Design fifo_wr_arbiter, sky130hd; sources not shown.
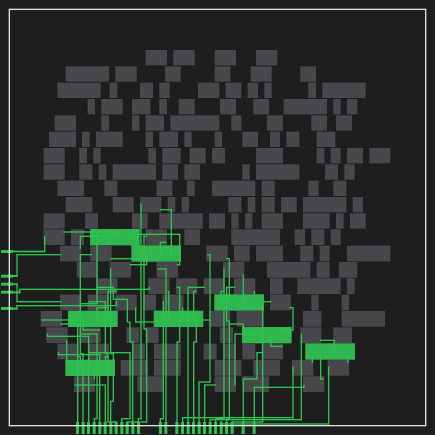
*Wires at chosen ports, followed through buffers, run 1*
(6 px per micron)
[`req_data`] green | bits: 32 | direction: input | edge: 27 bottom, 5 left | end cells: 8 | buffers: 32 | wire: 880 microns
total I/O pin count: 55
number of I/O port buffers: 54

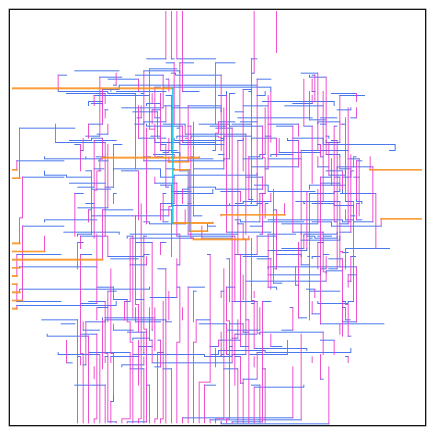
*Signal wires by layer, run 1*
(6 px per micron)
[met4] cyan | wire length: 32.6 microns
[met3] orange | wire length: 122 microns
[met1] blue | wire length: 1510 microns
[met2] magenta | wire length: 2170 microns
all-layer global routing usage: 16.3%
routed length per instance: 17.0 microns
number of vias in the routed layout: 1176

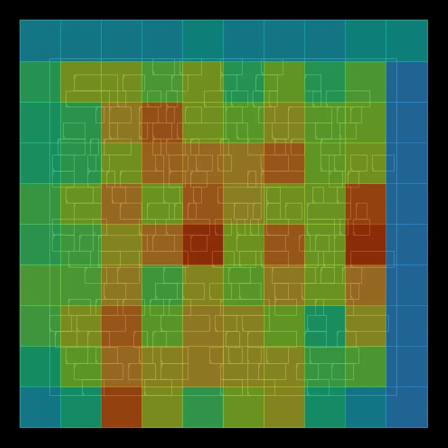
*Congestion heat map, run 1*
Util after Layout: 52.4%
most utilized layer in the global route result: met2
met3 usage: 3.49%
fraction of met2 tracks used by global routing: 30.3%
met1 Track Usage GR: 17.6%

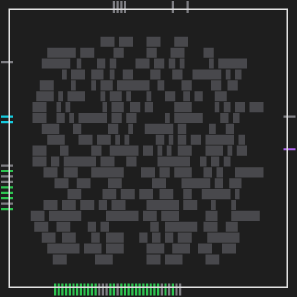
*Pin placement, run 1*
(4 px per micron) Pins as bars across the die edge, other pins in grey.
[`grant_id`] cyan | pins: 2 | direction: output | edge: left
[`req_data`] green | pins: 32 | direction: input | edge: 27 bottom, 5 left
[`fifo_wr_en`] purple | pins: 1 | direction: output | edge: right
x dimension of the die: 69.2 microns
Vert. Die Dim: 69.2 microns

==> impl_metrics.py, run 1 <==
# Flow results
metrics = {
    "status": {
        "run_status": "finished, final reports clean",
    },
    "power": {
        "power_switching_share_pct": 30.6,
        "proportion_of_power_drawn_by_the_clock_network_pct": 23.5,
        "power_clock_uw": 102,
        "p_switching_uw": 133,
        "comb_power_share_pct": 38.0,
        "static-leakage-power_nw": 0.841,
        "power.density_cell_area_nw_per_um2": 246,
        "powerSeq_uw": 167,
        "internal_power_uw": 301,
        "irDropWorstVdd_uv": 138,
        "power.sequential.fraction_pct": 38.4,
        "total_power_uw": 434,
        "power.largest_group": "sequential cells",
        "powerComb_uw": 165,
    },
    "yosys": {
        "synth_cell_type_count": 28,
        "synthFlopType": "dfxtp_1",
        "synth_stat.cells": 118,
        "yosys.area.top_type": "dfxtp_1",
        "yosys-top-cells-count": "13 x dfxtp_1, 11 x and3_1, 11 x nand2_1, 9 x mux4_2, 9 x nor2_1",
        "syn_area_per_cell_sq_um": 8.90,
        "asr_flop_ratio_synth_pct": 0,
        "enable_flop_cells": 0,
        "syn_area_sq_um": 1050,
        "yosys.stat.seqShare_pct": 24.8,
        "postSynthCellCount": 118,
        "yosys-top-cells-area": "dfxtp_1 25%, mux4_2 19%, and3_1 6.6%, ha_1 6.0%, nand2_1 3.9%",
        "synth_chip_area_sq_um": 1050,
        "portion_of_synthesized_cell_area_occupied_by_the_leading_cell_type_pct": 24.8,
        "synth.net_count": 162,
        "yosys_warnings": 0,
        "number_of_register_bits_inferred_by_synthesis": 13,
        "top_cell": "dfxtp_1",
    },
    "routing": {
        "drt.antenna.violating_nets": 0,
        "drt_iter0_drc": 48,
        "detail_route.vias_per_cell": 5.20,
        "totalWireLength_microns": 3840,
        "detailedRoute.firstPassIterationCount": 4,
        "drt_drc_violations_left": 0,
    },
    "clock_network": {
        "clkTransAtPathRegs_ns": 0.09,
        "cts_made_buffers": 3,
        "cts_tree": "built",
        "clock_sinks": 13,
        "clockRootBuffer": "clkbuf_4",
        "cts.htree.levels": 1,
        "cts_buffer_depth": 2,
        "clock_insertion_delay_worst_skew_ns": 0.28,
    },
    "setup_path": {
        "setup.worst_path.class": "in2out",
        "crit_path_end_kind": "output pin",
        "crit_required_ns": 2.55,
        "critical_path_cell_count": 5,
        "critPathLaunchType": "primary input",
        "worstPathCellList": "clkdlybuf4s50_1 -> nor2b_1 -> buf_4 -> and2_1 -> clkdlybuf4s50_1",
        "rr_worst_depth": 5,
        "critPathArrivalTime_ns": 2.40,
        "crit_path_frequent_cell": "clkdlybuf4s50_1",
        "slowest_stage": "clkdlybuf4s50_1",
        "reg2reg_slack_ns": 1.34,
        "cp_peak_stage_delay_ns": 0.61,
        "critical_path_buf_inv_count": 3,
        "maximum_fanout_along_the_worst_path": 18,
        "cp_top_family": "buffers and inverters",
    },
    "final_timing": {
        "post-route-period-util_pct": 95.4,
        "min_period_ns": 3.25,
        "postLayoutSetupSlackWorst_ns": 0.155,
        "finalSetupTns_ns": 0,
        "max-slew-margin-rel_pct": 54.7,
        "max_slew.worst_pin.slew_ns": 0.673,
        "hold_viol_final": 0,
        "clock-skew-final_ns": 0.000623,
        "final-setup-viol-count": 0,
        "fmax_mhz": 308,
        "finalMaxSlewViolations": 0,
        "rsz0062_at_grt": "false",
    },
    "cells_and_area": {
        "fillers": 412,
        "post_route_cells_drive_above_1_share_pct": 12.8,
        "layout-area-overhead-vs-synth_pct": 67.8,
        "final_design_area_no_fill_sq_um": 1760,
        "largest_register_ffs": 8,
        "antennaDiodeCount": 0,
        "num-nets-final": 225,
    },
    "placed_design": {
        "gpl.final_weighted_congestion": 0.806,
        "place_hpwl_microns": 3130,
        "place_worst_setup_slack_ns": -0.102,
        "placedInstanceArea_sq_um": 1690,
    },
    "run": {
        "maxCapViolations": 0,
        "warnings": 29,
    },
    "die": {
        "floorplanUtilization_pct": 31.2,
        "row_count": 21,
        "design.core.area_sq_um": 3360,
        "design.die.area_sq_um": 4780,
    },
    "global_route": {
        "overflow": 0,
        "antenna_found_initial": 0,
        "grt_pass1_wl_microns": 6150,
        "grt_pass1_vias": 1254,
        "grt_start_max_net_pins": 19,
    },
    "worst_hold_path": {
        "timing.hold.worst_path_depth": 2,
        "hold_class": "reg2reg",
    },
}
-- run 1: area by class of cell --
class / count / area (sq um) / area share, %
flip-flops and latches: 13 / 260 / 14.8
inverters: 7 / 26.3 / 1.49
repair buffers: 63 / 631 / 35.8
clock buffers: 4 / 26.3 / 1.49
multi-input cells: 93 / 761 / 43.2
well taps: 46 / 57.6 / 3.27
-- run 1: kinds of logic after synthesis --
kind of cell	after synthesis	share of synthesized area [%]
buffers and inverters	13	4.89
xor gates and xnor gates	3	2.50
DFF	13	24.8
muxes	12	22.2
adders and majority gates	5	5.96
AOI/OAI and AO/OA	18	12.3
and+or+nand+nor	54	27.4
-- run 1: per-stage QoR --
step,hold WS [ns],instances,util [%]
after floorplan,0.452,118,-
after global placement,0.458,221,50.3
after detailed placement,0.486,221,50.3
after CTS,0.498,225,51.0
after global routing,0.529,226,52.4
final,0.504,226,52.4
-- run 1: placed cells by master (no fill, tap or decap), types with 4 or more instances in the layout --
cell type	netlist	final
nand2_1	11	11
mux4_2	9	10
clkdlybuf4s50_1	0	45
or4_1	4	4
dlymetal6s2s_1	0	9
buf_4	0	9
ha_1	5	5
nor2_1	9	9
and3_1	11	11
nor2b_1	4	4
nand3_1	6	6
and2_1	5	5
inv_1	7	7
dfxtp_1	13	13
-- run 1: layer usage --
layer | track usage (%) | routed length (microns) | part of all wire (%) | vias to the layer above
met3 | 3.49 | 122 | 3.2 | 4
met5 | - | 0 | 0 | -
li1 | - | - | - | 567
met4 | 3.90 | 32 | 0.83 | 0
met1 | 17.6 | 1510 | 39 | 581
met2 | 30.3 | 2170 | 56 | 24
-- run 1: worst min-delay path: stages, from the launching register on --
cell	delay (ns)
dfxtp_1	0.33
o31ai_1	0.07
a21oi_1	0.06
### Sequential cells grouped by signal name, run 1

(4 px per micron) Other sequential cells in the stronger grey, the rest of the logic in the fainter grey.
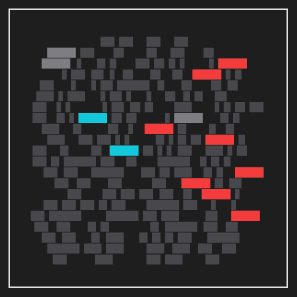

==> inputs of run 2 (changes only) <==
CORE_MARGIN = 1.5   (was 5)
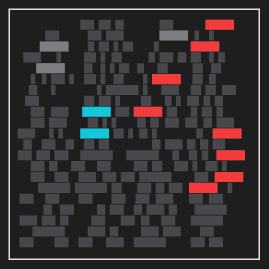
*Sequential cells grouped by signal name, run 2*
(4 px per micron) Other sequential cells in the stronger grey, the rest of the logic in the fainter grey.
[`grant_id`] cyan | sequential cells: 2
[`burst_cnt`] red | sequential cells: 8
sequential cell area in the final layout: 260 sq um
register fraction of the total cell area: 14.8%

==> impl_metrics.py, run 2 <==
# Flow results
metrics = {
    "status": {
        "run_status": "finished, final reports clean",
    },
    "die": {
        "fp.dieW_microns": 62.2,
        "floorplanUtilization_pct": 31.5,
        "design.die.area_sq_um": 3860,
        "io-pin-count": 55,
        "die_height_microns": 62.2,
        "row_count": 21,
        "design.core.area_sq_um": 3340,
    },
    "yosys": {
        "yosys-top-cells-count": "13 x dfxtp_1, 11 x and3_1, 11 x nand2_1, 9 x mux4_2, 9 x nor2_1",
        "yosys.area.top_type": "dfxtp_1",
        "asr_flop_ratio_synth_pct": 0,
        "top_cell": "dfxtp_1",
        "yosys_warnings": 0,
        "yosys.stat.seqShare_pct": 24.8,
        "postSynthCellCount": 118,
        "synth_stat.cells": 118,
        "yosys-top-cells-area": "dfxtp_1 25%, mux4_2 19%, and3_1 6.6%, ha_1 6.0%, nand2_1 3.9%",
        "synth_chip_area_sq_um": 1050,
        "number_of_register_bits_inferred_by_synthesis": 13,
        "synth.net_count": 162,
        "synth_cell_type_count": 28,
        "portion_of_synthesized_cell_area_occupied_by_the_leading_cell_type_pct": 24.8,
        "synthFlopType": "dfxtp_1",
        "enable_flop_cells": 0,
        "syn_area_sq_um": 1050,
        "syn_area_per_cell_sq_um": 8.90,
    },
    "routing": {
        "num_vias": 1147,
        "totalWireLength_microns": 3690,
        "drt_drc_violations_left": 0,
        "drt_iter0_drc": 47,
        "post_drt_wl_per_cell_microns": 16.3,
        "detail_route.vias_per_cell": 5.08,
        "drt.antenna.violating_nets": 0,
        "detailedRoute.firstPassIterationCount": 4,
    },
    "cells_and_area": {
        "layout-area-overhead-vs-synth_pct": 68.1,
        "fillers": 419,
        "mostFrequentLayoutCells": "44 x clkdlybuf4s50_1, 13 x dfxtp_1, 11 x and3_1, 11 x nand2_1",
        "num-nets-final": 225,
        "largest_register_ffs": 8,
        "post_route_cells_drive_above_1_share_pct": 12.8,
        "layout.core_utilization_pct": 52.9,
        "final_design_area_no_fill_sq_um": 1760,
        "antennaDiodeCount": 0,
        "finalNonFillerCells": 226,
        "layout_top_cell": "clkdlybuf4s50_1",
    },
    "clock_network": {
        "clock_sinks": 13,
        "clock_insertion_delay_worst_skew_ns": 0.28,
        "clockRootBuffer": "clkbuf_4",
        "cts.htree.levels": 1,
        "clkTransAtPathRegs_ns": 0.08,
        "cts_buffer_depth": 2,
        "cts_tree": "built",
        "cts_made_buffers": 3,
    },
    "setup_path": {
        "critPathArrivalTime_ns": 2.43,
        "cp_top_family": "buffers and inverters",
        "rr_worst_depth": 5,
        "critical_path_cell_count": 5,
        "slowest_stage": "clkdlybuf4s50_1",
        "critPathLaunchType": "primary input",
        "critical_path_buf_inv_count": 3,
        "crit_required_ns": 2.55,
        "reg2reg_slack_ns": 1.38,
        "cp_peak_stage_delay_ns": 0.61,
        "maximum_fanout_along_the_worst_path": 18,
        "setup.worst_path.class": "in2out",
        "crit_path_frequent_cell": "clkdlybuf4s50_1",
        "crit_path_end_kind": "output pin",
        "worstPathCellList": "clkdlybuf4s50_1 -> nor2b_1 -> buf_4 -> and2_1 -> clkdlybuf4s50_1",
    },
    "placed_design": {
        "place_worst_setup_slack_ns": -0.180,
        "place_hpwl_microns": 2860,
        "placedInstanceArea_sq_um": 1680,
        "placed_cell_count": 220,
        "gpl.final_weighted_congestion": 0.746,
        "io_buffer_count": 54,
    },
    "power": {
        "static-leakage-power_nw": 0.850,
        "irDropWorstVdd_uv": 102,
        "power.density_cell_area_nw_per_um2": 245,
        "total_power_uw": 432,
    },
    "run": {
        "maxCapViolations": 0,
        "warnings": 29,
    },
    "final_timing": {
        "postLayoutSetupSlackWorst_ns": 0.123,
        "max_slew.worst_pin.slew_ns": 0.651,
        "min_period_ns": 3.28,
        "clock-skew-final_ns": 0.00303,
        "fmax_mhz": 305,
        "final.hold.worst_slack_ns": 0.500,
        "hold_viol_final": 0,
        "post-route-period-util_pct": 96.4,
        "rsz0062_at_grt": "false",
        "finalMaxSlewViolations": 0,
        "finalSetupTns_ns": 0,
        "max-slew-margin-rel_pct": 56.2,
        "final-setup-viol-count": 0,
    },
    "global_route": {
        "grt.total_usage_pct": 19.2,
        "grt_start_max_net_pins": 19,
        "grt_pass1_wl_microns": 5790,
        "antenna_found_initial": 0,
        "overflow": 0,
        "grt_pass1_vias": 1234,
    },
    "worst_hold_path": {
        "hold_class": "reg2reg",
        "timing.hold.worst_path_depth": 2,
    },
}
## run 2: layout make-up
class / count / area, sq um / share of cell area, %
flip-flops and latches: 13 / 260 / 14.8
multi-input cells: 93 / 761 / 43.1
inverters: 7 / 26.3 / 1.49
clock buffers: 4 / 26.3 / 1.49
repair buffers: 63 / 633 / 35.9
well taps: 46 / 57.6 / 3.26
## run 2: worst min-delay path, delay by kind of cell, from the launching register on
| family | cells | cell delay, ns |
|---|---|---|
| flops | 1 | 0.33 |
| compound gates | 2 | 0.13 |
## run 2: cells by family after synthesis
kind of cell | count (synthesis) | share of synthesized area (%)
buffers and inverters | 13 | 4.89
adders and majority gates | 5 | 5.96
AOI/OAI and AO/OA | 18 | 12.3
muxes | 12 | 22.2
DFF | 13 | 24.8
xor gates and xnor gates | 3 | 2.50
and+or+nand+nor | 54 | 27.4
## run 2: metal layers
metal	share of wire (%)	track usage [%]	vias up
li1	-	-	567
met1	42	22.0	561
met2	55	34.8	17
met3	2.3	4.53	2
met4	0.38	3.33	0
met5	0	-	-
## run 2: power by group
group          internal (mW)  total [mW]  switching, mW
combinational         0.0988       0.166         0.0670
sequential             0.157       0.167        0.00940
clock                 0.0456      0.0995         0.0540
No activity file was given, so power comes from the tool's default toggle rates.
